File: config.mk
export PLATFORM = sky130hd
export DESIGN_NAME = exc_irq_arbiter
export DESIGN_NICKNAME = d
export VERILOG_FILES = /design/src/rtl/exc_irq_arbiter.sv
export SDC_FILE = /design/constraint.sdc
export NUM_CORES = 1
export LEC_CHECK = 0
export CORE_ASPECT_RATIO = 1.5
export CORE_MARGIN = 2
export CORE_UTILIZATION = 55
export DETAILED_ROUTE_END_ITERATION = 10
export MAX_ROUTING_LAYER = met4
export PLACE_DENSITY = 0.85
export SKIP_LAST_GASP = 1
export SLEW_MARGIN = 20
export SYNTH_ARGS = -nofsm -noshare
export SYNTH_HDL_FRONTEND = slang
export SYNTH_SLANG_ARGS = --single-unit
File: constraint.sdc
create_clock -name clk -period 3.13 [get_ports clk]
set_clock_uncertainty 0.15 [all_clocks]
set_input_delay 0.626 -clock clk [delete_from_list [all_inputs] [get_ports clk]]
set_output_delay 0.626 -clock clk [all_outputs]
set_load 0.05 [all_outputs]
File: src/rtl/exc_irq_arbiter.sv
// Merges synchronised interrupt lines and decoder exceptions into one exc_req/exc_ack handshake.
// Sync exceptions win over IRQs; IRQs are picked round-robin.
module exc_irq_arbiter #(
  parameter int unsigned        NUM_IRQ       = 8,
  parameter logic [NUM_IRQ-1:0] IRQ_EDGE_MASK = '0,
  parameter int unsigned        SYNC_STAGES   = 2
) (
  input  logic               clk,
  input  logic               rst,
  input  logic [NUM_IRQ-1:0] irq_i,
  input  logic [NUM_IRQ-1:0] irq_mask_i,
  input  logic               irq_glob_en_i,
  input  logic               instr_valid_i,
  input  logic               illegal_insn_i,
  input  logic               ebrk_insn_i,
  input  logic               ecall_insn_i,
  input  logic               exc_ack_i,
  input  logic               eret_i,
  output logic               exc_req_o,
  output logic [5:0]         exc_cause_o,
  output logic [NUM_IRQ-1:0] irq_claim_o,
  output logic               in_handler_o
);

  localparam logic [1:0] StIdle    = 2'd0;
  localparam logic [1:0] StReqSync = 2'd1;
  localparam logic [1:0] StReqIrq  = 2'd2;
  localparam logic [1:0] StHandler = 2'd3;

  logic [NUM_IRQ-1:0] sync_q [SYNC_STAGES];
  logic [NUM_IRQ-1:0] irq_s;
  logic [NUM_IRQ-1:0] irq_s_prev_q;
  logic [NUM_IRQ-1:0] edge_pend_q, edge_pend_d;
  logic [NUM_IRQ-1:0] claim_clr;
  logic [NUM_IRQ-1:0] pending;
  logic [NUM_IRQ-1:0] eligible;
  logic [NUM_IRQ-1:0] id_oh;
  logic [NUM_IRQ-1:0] claim_q, claim_d;

  logic [1:0] state_q, state_d;
  logic       req_q, req_d;
  logic [5:0] cause_q, cause_d;
  logic [4:0] id_q, id_d;
  logic [4:0] rr_q, rr_d;
  logic       in_hdl_q, in_hdl_d;

  logic       sync_exc;
  logic [4:0] sync_code;
  logic       hi_valid, lo_valid, pick_valid;
  logic [4:0] hi_id, lo_id, pick_id;

  // Synchroniser chain; irq_s is the last stage.
  always_ff @(posedge clk or posedge rst) begin
    if (rst) begin
      for (int i = 0; i < SYNC_STAGES; i++) sync_q[i] <= '0;
    end else begin
      sync_q[0] <= irq_i;
      for (int i = 1; i < SYNC_STAGES; i++) sync_q[i] <= sync_q[i-1];
    end
  end

  assign irq_s = sync_q[SYNC_STAGES-1];

  // A new rising edge overrides a claim clearing the same bit.
  assign edge_pend_d = (edge_pend_q & ~claim_clr) | (irq_s & ~irq_s_prev_q);
  assign pending     = (IRQ_EDGE_MASK & edge_pend_q) | (~IRQ_EDGE_MASK & irq_s);
  assign eligible    = in_hdl_q ? '0 : (pending & irq_mask_i & {NUM_IRQ{irq_glob_en_i}});

  always_comb begin
    for (int i = 0; i < NUM_IRQ; i++) id_oh[i] = (id_q == 5'(i));
  end

  // Round-robin pick: lowest eligible index >= rr_q, else lowest eligible overall.
  always_comb begin
    hi_valid = 1'b0;
    hi_id    = '0;
    lo_valid = 1'b0;
    lo_id    = '0;
    for (int i = NUM_IRQ - 1; i >= 0; i--) begin
      if (eligible[i]) begin
        lo_valid = 1'b1;
        lo_id    = 5'(i);
        if (5'(i) >= rr_q) begin
          hi_valid = 1'b1;
          hi_id    = 5'(i);
        end
      end
    end
    pick_valid = lo_valid;
    pick_id    = hi_valid ? hi_id : lo_id;
  end

  assign sync_exc  = instr_valid_i & (illegal_insn_i | ebrk_insn_i | ecall_insn_i);
  assign sync_code = illegal_insn_i ? 5'h02 : (ebrk_insn_i ? 5'h03 : 5'h0B);

  always_comb begin
    state_d   = state_q;
    cause_d   = cause_q;
    id_d      = id_q;
    rr_d      = rr_q;
    in_hdl_d  = in_hdl_q;
    claim_d   = '0;
    claim_clr = '0;
    unique case (state_q)
      StIdle: begin
        if (sync_exc) begin
          state_d  = StReqSync;
          cause_d  = {1'b0, sync_code};
          in_hdl_d = 1'b0;
        end else if (pick_valid) begin
          state_d = StReqIrq;
          id_d    = pick_id;
          cause_d = {1'b1, pick_id};
        end
      end
      StReqSync: begin
        if (exc_ack_i) begin
          state_d  = StHandler;
          in_hdl_d = 1'b1;
        end
      end
      StReqIrq: begin
        // The ack accepts the cause already presented, so it beats preemption.
        if (exc_ack_i) begin
          state_d   = StHandler;
          in_hdl_d  = 1'b1;
          claim_d   = id_oh;
          claim_clr = id_oh;
          rr_d      = (id_q == 5'(NUM_IRQ - 1)) ? 5'd0 : id_q + 5'd1;
        end else if (sync_exc) begin
          state_d = StReqSync;
          cause_d = {1'b0, sync_code};
        end else if (!(|(eligible & id_oh))) begin
          state_d = StIdle;
        end
      end
      StHandler: begin
        if (sync_exc) begin
          state_d = StReqSync;
          cause_d = {1'b0, sync_code};
        end else if (eret_i) begin
          state_d  = StIdle;
          in_hdl_d = 1'b0;
        end
      end
      default: begin
        state_d  = StIdle;
        in_hdl_d = 1'b0;
      end
    endcase
    req_d = (state_d == StReqSync) || (state_d == StReqIrq);
  end

  always_ff @(posedge clk or posedge rst) begin
    if (rst) begin
      state_q      <= StIdle;
      req_q        <= 1'b0;
      cause_q      <= '0;
      id_q         <= '0;
      rr_q         <= '0;
      in_hdl_q     <= 1'b0;
      claim_q      <= '0;
      edge_pend_q  <= '0;
      irq_s_prev_q <= '0;
    end else begin
      state_q      <= state_d;
      req_q        <= req_d;
      cause_q      <= cause_d;
      id_q         <= id_d;
      rr_q         <= rr_d;
      in_hdl_q     <= in_hdl_d;
      claim_q      <= claim_d;
      edge_pend_q  <= edge_pend_d;
      irq_s_prev_q <= irq_s;
    end
  end

  assign exc_req_o    = req_q;
  assign exc_cause_o  = cause_q;
  assign irq_claim_o  = claim_q;
  assign in_handler_o = in_hdl_q;

endmodule

Figure 1. Cell placement (run 1).
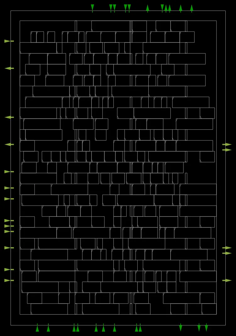
fillcell total: 285
# Taps: 43
sequential cells: 40
fin util: 0.707
fraction of area in registers: 0.392

Figure 2. The metal 1 layer (run 1).
Scale bar: 20 um. Cells faint in the background.
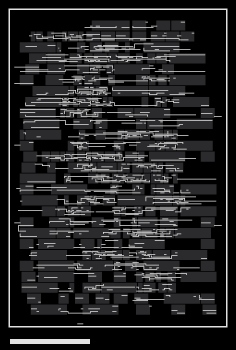
longest straight run	22.5 um
wire length on this layer	1820 um
main direction	horizontal
share of all routed wire	40%
vias: 1632
met1 usage: 0.310
Final Routed Wirelength: 4530 um

Figure 3. The metal 2 layer (run 1).
Cells faint in the background.
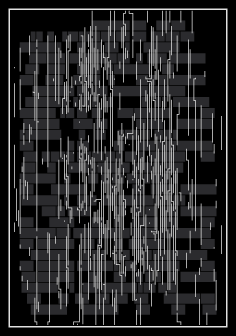
main direction	vertical
wire length on this layer	2400 um
share of all routed wire	53%
nets with wire on the layer	229
longest straight run	45.2 um
met2 usage: 0.416

==> run 1: Yosys cell counts, types with 2 or more instances <==
library cell	n	area (um^2)
a22o_1	3	26.3
o41ai_1	2	17.5
o21a_1	3	22.5
a21o_1	2	15.0
buf_2	2	10.0
and2_1	3	18.8
a21oi_1	11	55.1
nand3_1	2	10.0
nand3b_1	3	22.5
a311oi_1	2	17.5
a31oi_1	3	18.8
nor2_1	4	15.0
o21bai_1	2	15.0
o22ai_1	2	12.5
o31ai_1	2	15.0
nor2b_1	3	18.8
nand2_1	20	75.1
a22oi_1	2	15.0
inv_1	9	33.8
ha_1	10	125
mux2_2	3	33.8
o21ai_0	9	45.0
or3_1	2	12.5
nor3_1	3	15.0
and3b_1	5	43.8
clkbuf_1	3	11.3
a41oi_1	2	17.5
dfrtp_1	40	1000
and3_1	14	87.6
==> run 1: cell usage in the layout, fill, tap and decap left out, types with 4 or more instances in the layout <==
master,instances
clkdlybuf4s50_1,39
o21ai_0,9
inv_1,9
and3_1,14
a21oi_1,11
nand2_1,20
and3b_1,5
ha_1,10
nor2_1,4
clkbuf_8,5
dfrtp_1,40
==> run 1: area by class of cell <==
class	count	area [um^2]
timing repair buffer	40	398
sequential	40	1000
fill	285	1060
clock inverter	3	18.8
tap	43	53.8
multi-input combinational	140	981
clock buffer	5	68.8
inverter	9	33.8
==> run 1: critical path, delay by kind of cell <==
kind | cells | cell delay [ps]
and+or+nand+nor | 1 | 290
buffers and inverters | 1 | 490
AOI/OAI and AO/OA | 5 | 1130
==> run 1: metrics by stage <==
stage	hold slack [ps]	setup WS, ps	cell area (um^2)	power (mW)
after floorplan	181	1030	2040	1.41
after global placement	182	376	2470	1.67
after detailed placement	186	312	2470	1.69
after CTS	204	613	2550	2.03
after global routing	213	452	2550	2.17
final	200	611	2550	2.02
==> notes.md, run 1 <==
yosys + openroad results -> Psw 864 uW, hold crit path type reg -> reg, share of cells above drive strength 1 0.0759, delay of the slowest critical-path stage 490 ps, GR Overflow Total 0, Post-Synth AOI/OAI Area 0.224, hold endpoint irq_s[1], crit-path cells clkdlybuf4s50_1 -> a22oi_2 -> a31oi_1 -> or2_4 -> o311ai_4 -> a21oi_1 -> a22o_1, die area 4230 um^2, simple-gate share of the synthesized area 0.176, ys flop type dfrtp_1, Chip Width 53.8 um, Max Slew Vio Count 0, register share after synthesis 0.490, power per cell area 792 nW/um^2, Hold Fails Final Rpt 0, die height 78.7 um, largest net degree at the start of global routing 41, busiest metal layer after global routing met2, CTS tree built, Top logic family AND-OR/OR-AND gates, P_int 1.16 mW, H-tree levels 2, reg2reg start id_q[2], maximum vdd ir drop 625 uV, Routed WL per cell 16.2 um, antenna violations before repair 0, Post-Syn Instances 195, CP Capture Type flip-flop, FF-to-FF setup slack 820 ps, tool warning count 33, status finished, final reports clean, combinational power 921 uW, DR WL met2 2400 um, Met1 Routed Length 1820 um, final setup fails 0
Figure 4. Where the registers sit (run 1).
Other sequential cells in the stronger gray, the rest of the logic in the fainter gray.
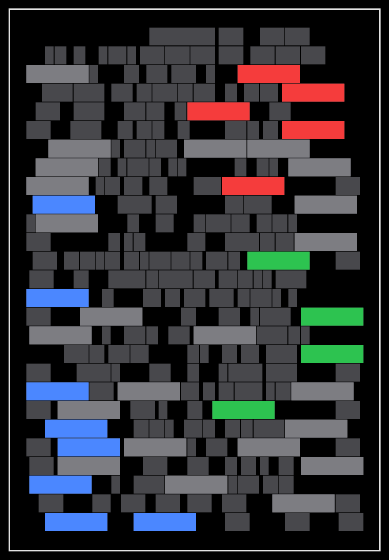

--- run 2 (diff from run 1) ---
- CORE_UTILIZATION: 55 -> 51
- PLACE_DENSITY: 0.85 -> 0.79
- clock period: 3.13 -> 2.6 ns (I/O delays scaled with it)
Figure 5. Where the registers sit (run 2).
Other sequential cells in the stronger gray, the rest of the logic in the fainter gray.
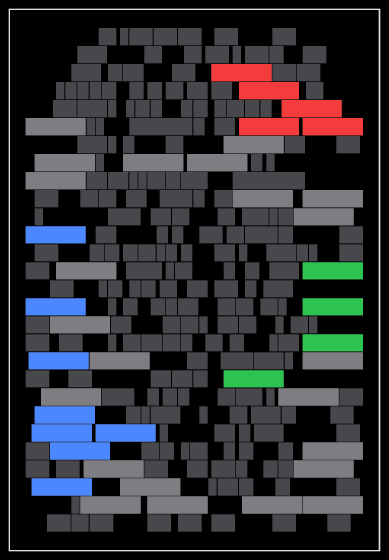
color	name in the netlist	sequential cells
blue	sync_q	8
green	rr_q	4
red	exc_cause_o	5
not colored	23
fraction of area in registers: 0.373
Register Area: 1000 um^2
fin util: 0.690
P_seq: 907 uW

==> run 2 against run 1 <==
Register-to-register slack got worse by 470 ps. Critical path type unchanged. Die area is 7.3% higher. Area after synthesis did not move. Critical endpoint is now id_q[0].
==> notes.md, run 2 <==
yosys + openroad results -> DP Worst Slack -66.7 ps, GR Overflow Total 0, busiest metal layer after global routing met2, Cell Area, Placed 2570 um^2, status finished, final reports clean, CTS tree built, hold endpoint irq_s[6], top cell type by total area after synthesis dfrtp_1, hold crit path type reg -> reg, Top Layout Cells dfrtp_1, clkdlybuf4s50_1, nand2_1, Final Power 2.59 mW, largest net degree at the start of global routing 41, register share after synthesis 0.490, CP Buf/Inv Count 1, delay of the slowest critical-path stage 500 ps, CP Capture Type flip-flop, met1 usage 0.255, most numerous logic cell after layout dfrtp_1, Max Slew Vio Count 0, FF-to-FF setup slack 350 ps, die height 81.5 um, cell area after layout 2680 um^2, setup ws final 230 ps, Chip Width 55.7 um, ys flop type dfrtp_1, final setup fails 0, met2 usage 0.385, die area 4540 um^2, CP top delay family AND-OR/OR-AND gates, power per cell area 964 nW/um^2, Routed WL per cell 14.9 um, antenna violations before repair 0, Final Hold Slack 202 ps, crit-path cells clkdlybuf4s50_1 -> nand2_1 -> and3_1 -> a2111oi_0 -> a2bb2oi_1 -> o21ai_1 -> mux2_2, fillcell total 307, Hold Fails Final Rpt 0, Post-Syn Instances 195, synth cell count leaders dfrtp_1, nand2_1, and3_1
==> run 2: power by group <==
group,switching [mW],internal [mW],total [mW]
combinational,0.671,0.500,1.17
clock,0.220,0.289,0.509
sequential,0.153,0.754,0.907
total,1.04,1.54,2.59
==> run 2: kinds of logic (layout without fill, tap and decap cells) <==
kind of cell / Yosys count / count (layout) / synth area share
simple gates: 65 / 65 / 0.176
compound gates: 61 / 61 / 0.224
flops: 40 / 40 / 0.490
buf+inv: 15 / 70 / 0.0306
fa+ha+maj: 10 / 10 / 0.0612
mux: 3 / 3 / 0.0165
other cells: 1 / 1 / 0.00183
==> run 2: area by class of cell <==
| cell class | count | area, um^2 | area share |
|---|---|---|---|
| Timing Repair Buffer | 53 | 495 | 0.185 |
| Clock buffer | 5 | 68.8 | 0.0257 |
| Multi-Input combinational cell | 140 | 981 | 0.366 |
| Tap cell | 45 | 56.3 | 0.0210 |
| Clock inverter | 3 | 46.3 | 0.0173 |
| Sequential cell | 40 | 1000 | 0.373 |
| Inverter | 9 | 33.8 | 0.0126 |
==> run 2: worst max path at each step <==
stage / startpoint / end / slack [ps] / cells after the start
5_1_grt: irq_mask_i[4] / id_q[0] / 130 / 7
3_3_place_gp: irq_mask_i[4] / id_q[0] / -110 / 7
6_report: irq_mask_i[4] / id_q[0] / 230 / 7
4_1_cts: irq_mask_i[4] / id_q[0] / 250 / 7
2_1_floorplan: in_handler_o / id_q[0] / 500 / 6
3_5_place_dp: irq_mask_i[4] / id_q[0] / -70 / 7
==> run 2: metal layers <==
layer,up-vias,share of wire
met5,-,0
met4,0,0.019
met3,13,0.035
met2,44,0.52
met1,804,0.43
li1,825,-
Power figures rest on the tool's default switching activity, not on a simulated workload.
